Fig. 1: M2 wires
Scale bar: 20 microns. Cells faint in the background.
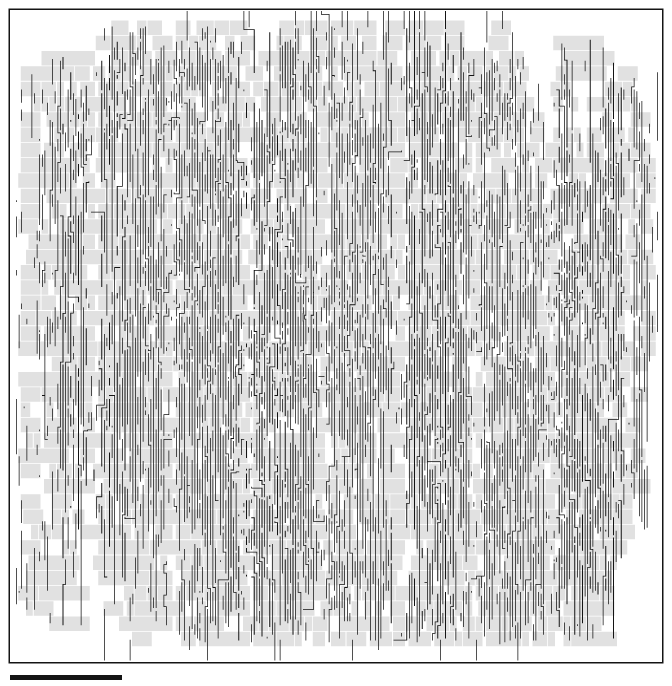
Fig. 2: drive-strength map
Scale bar: 20 microns.
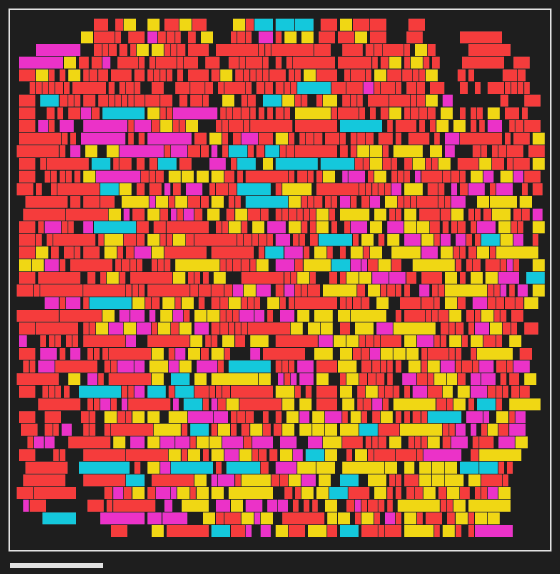
Fig. 3: metal 1
Scale bar: 20 microns. Supply wires on this layer in grey. Cells faint in the background.
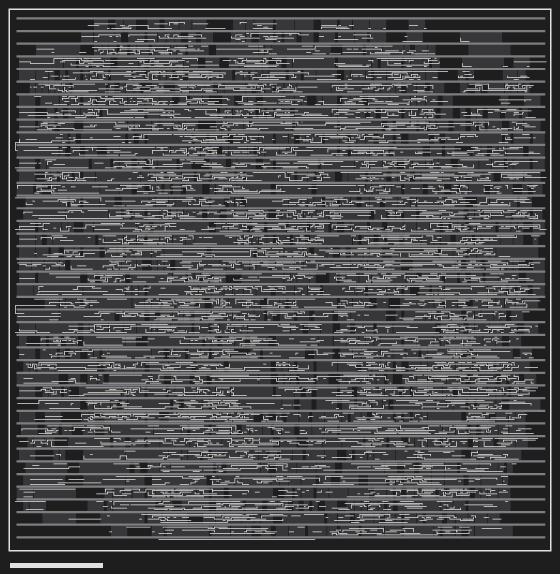
==> config.mk <==
export PLATFORM = sky130hd
export DESIGN_NAME = data_path_param
export DESIGN_NICKNAME = d
export VERILOG_FILES = /design/src/rtl/data_path_param_pkg.sv /design/src/rtl/data_path_param_alu.sv /design/src/rtl/data_path_param.sv
export SDC_FILE = /design/constraint.sdc
export NUM_CORES = 1
export LEC_CHECK = 0
export ABC_AREA = 1
export CAP_MARGIN = 40
export CORE_UTILIZATION = 52
export CTS_CLUSTER_DIAMETER = 100
export DETAILED_ROUTE_END_ITERATION = 10
export GPL_ROUTABILITY_DRIVEN = 0
export PLACE_DENSITY_LB_ADDON = 0.2
export SLEW_MARGIN = 5
export SYNTH_ARGS = -nofsm -noshare
export SYNTH_HDL_FRONTEND = slang
export SYNTH_SLANG_ARGS = --single-unit
==> constraint.sdc <==
create_clock -name Clk -period 2.2 [get_ports Clk]
set_input_delay 0.22 -clock Clk [delete_from_list [all_inputs] [get_ports Clk]]
set_output_delay 0.22 -clock Clk [all_outputs]
set_load 0.03 [all_outputs]
==> notes.md <==
impl run done, here's what came out: HP Class=in2async, max reg flops=32, AO/OA Area Share=16.1%, top layer in use=met4, critical path's slowest cell=dfrtp_1, io pins=67, ys flop type=dfrtp_1, Total GRT Usage=37.7%, flop count=69, CTS max path bufs=2, CP Depth=17, gr busiest metal=met2, CP arrival=3050 ps, Largest cell class=combinational gates, LEAKAGE=5.28 nW, adder share=9.14%, Worst VDD drop=0.728 mV, proportion of layout cells with a drive suffix above 1=37.7%, TritonCTS clock tree=yes, post-synthesis chip area from yosys=6760 sq um, cell type with the largest total area=dfrtp_1, Yosys warning count=0, Iteration-0 DRC Markers=1118, Hold Worst Slack=267 ps, max incr delay on CP=420 ps, Setup Crit Path Kind=reg2reg, clock tree root buffer cell=clkbuf_16, Distinct cells, synth=55, critical path capture point type=register, crit-path cells=buf_6 > o21ai_2 > nand2_1 > nand2_2 > nand2_4 > buf_4 > ha_1 > a21o_1 > a31oi_1 > nand2_2 > buf_4 > buf_6 > a21boi_2 > o21ai_2 > nand3_1 > a21oi_2 > o21ai_1, DRC viols=0, Final WS setup=-582 ps, CTS Buf Count=9, OpenROAD warnings=47, number of global-route vias before repair=7998, violated checks=setup timing, Cell area leaders=dfrtp_1 (23%), nand2_1 (16%), ha_1 (8.0%), final setup vio count=69, Simple Share, Synth=37.5%, # fillers=749, fin crit period=2780 ps, period utilization=126%, Seq area share=16.4%, post-CTS setup buffers=21, met3 usage=6.64%, Mux area share=0%, ANT nets after route=0, setup tns final=-31620 ps, H-tree depth=3, Finished Core Util=83.7%, crit path DRT=2470 ps, die width=116 microns, hold_buf cts=0, Total Power=0.00864 W, first-pass GRT wire length=38800 microns, Syn Inst Count=1018, most frequent logic cell in the layout=nand2_1, RSZ-0062 raised after global routing=true, status=complete, but fails checks, DRT met1 WL=10200 microns, CP Max Fanout=4, # Taps=172, CORE AREA=12700 sq um, row cnt=41, Rel. slew slack=61.5%, DR pass1 iterations=6, dpl hpwl=18500 microns, Post-CTS Resized=108, invs w/o clock=146, EDFF count, synth=0, Inst Count DP=1449, clk sinks=69, die area=13500 sq um, Slew Limit Fails=0, Power Dens Cells=815 nW/um^2, Buf+Inv Stages, Crit Path=4, sequential share of the synthesized area=25.7%, yosys xor share=1.81%, antenna violations before repair=0, met3 wire len=2440 microns, largest net degree at the start of global routing=70, Logic Gate Count=783, Pre-Place Util=53.4%, Non-clock buffer share=25.4%, Achievable Freq=359 MHz, Post-synth ARST share=100%, Max-Cap Viols=0, clk_buf instances=9, Syn Nets=1102, clk ins delay skew pair=340 ps, R2R Setup Slk=-580 ps
## Picture notes: Fig. 1
longest straight run	40.6 microns
main direction	vertical
share of all routed wire	47%
wire length on this layer	12900 microns
routed vias: 8894
final wirelength: 27600 microns
met2 usage in global routing: 63.7%

## Picture notes: Fig. 2
colour	size	cells	share
cyan	x6 and larger	47	3.5%
yellow	x3 and x4	287	22%
magenta	x2	169	13%
red	x1 and smaller	830	62%
Area Growth Syn to Fin: 56.8%
design area: 10600 sq um
Non-clk bufs: 319
Final WS setup: -582 ps

## Picture notes: Fig. 3
wire length on this layer	10200 microns
longest straight run	43.2 microns
GR Layer Usage met1: 44.5%

[where the power goes]
group,leakage (nW),switching [W],internal (W)
logic,4.30,0.00295,0.00233
registers,0.844,0.000291,0.00157
clock network,0.138,0.000609,0.000881
[Yosys cell counts, drive strengths merged, types with 2 or more instances]
cell type / instances
or2: 5
a21oi: 51
o22ai: 8
nand4: 25
a31oi: 7
a22oi: 2
dfrtp: 61
xnor2: 4
nand3: 102
o211ai: 15
clkbuf: 4
dfstp: 8
a21o: 2
fa: 4
nor2: 90
nor4: 2
xor2: 10
o21ai: 74
a22o: 2
inv: 143
buf: 16
clkinv: 3
nor3: 13
a221oi: 6
ha: 43
nand3b: 3
a21boi: 8
nand2: 299
Power and IR drop assume default switching activity.
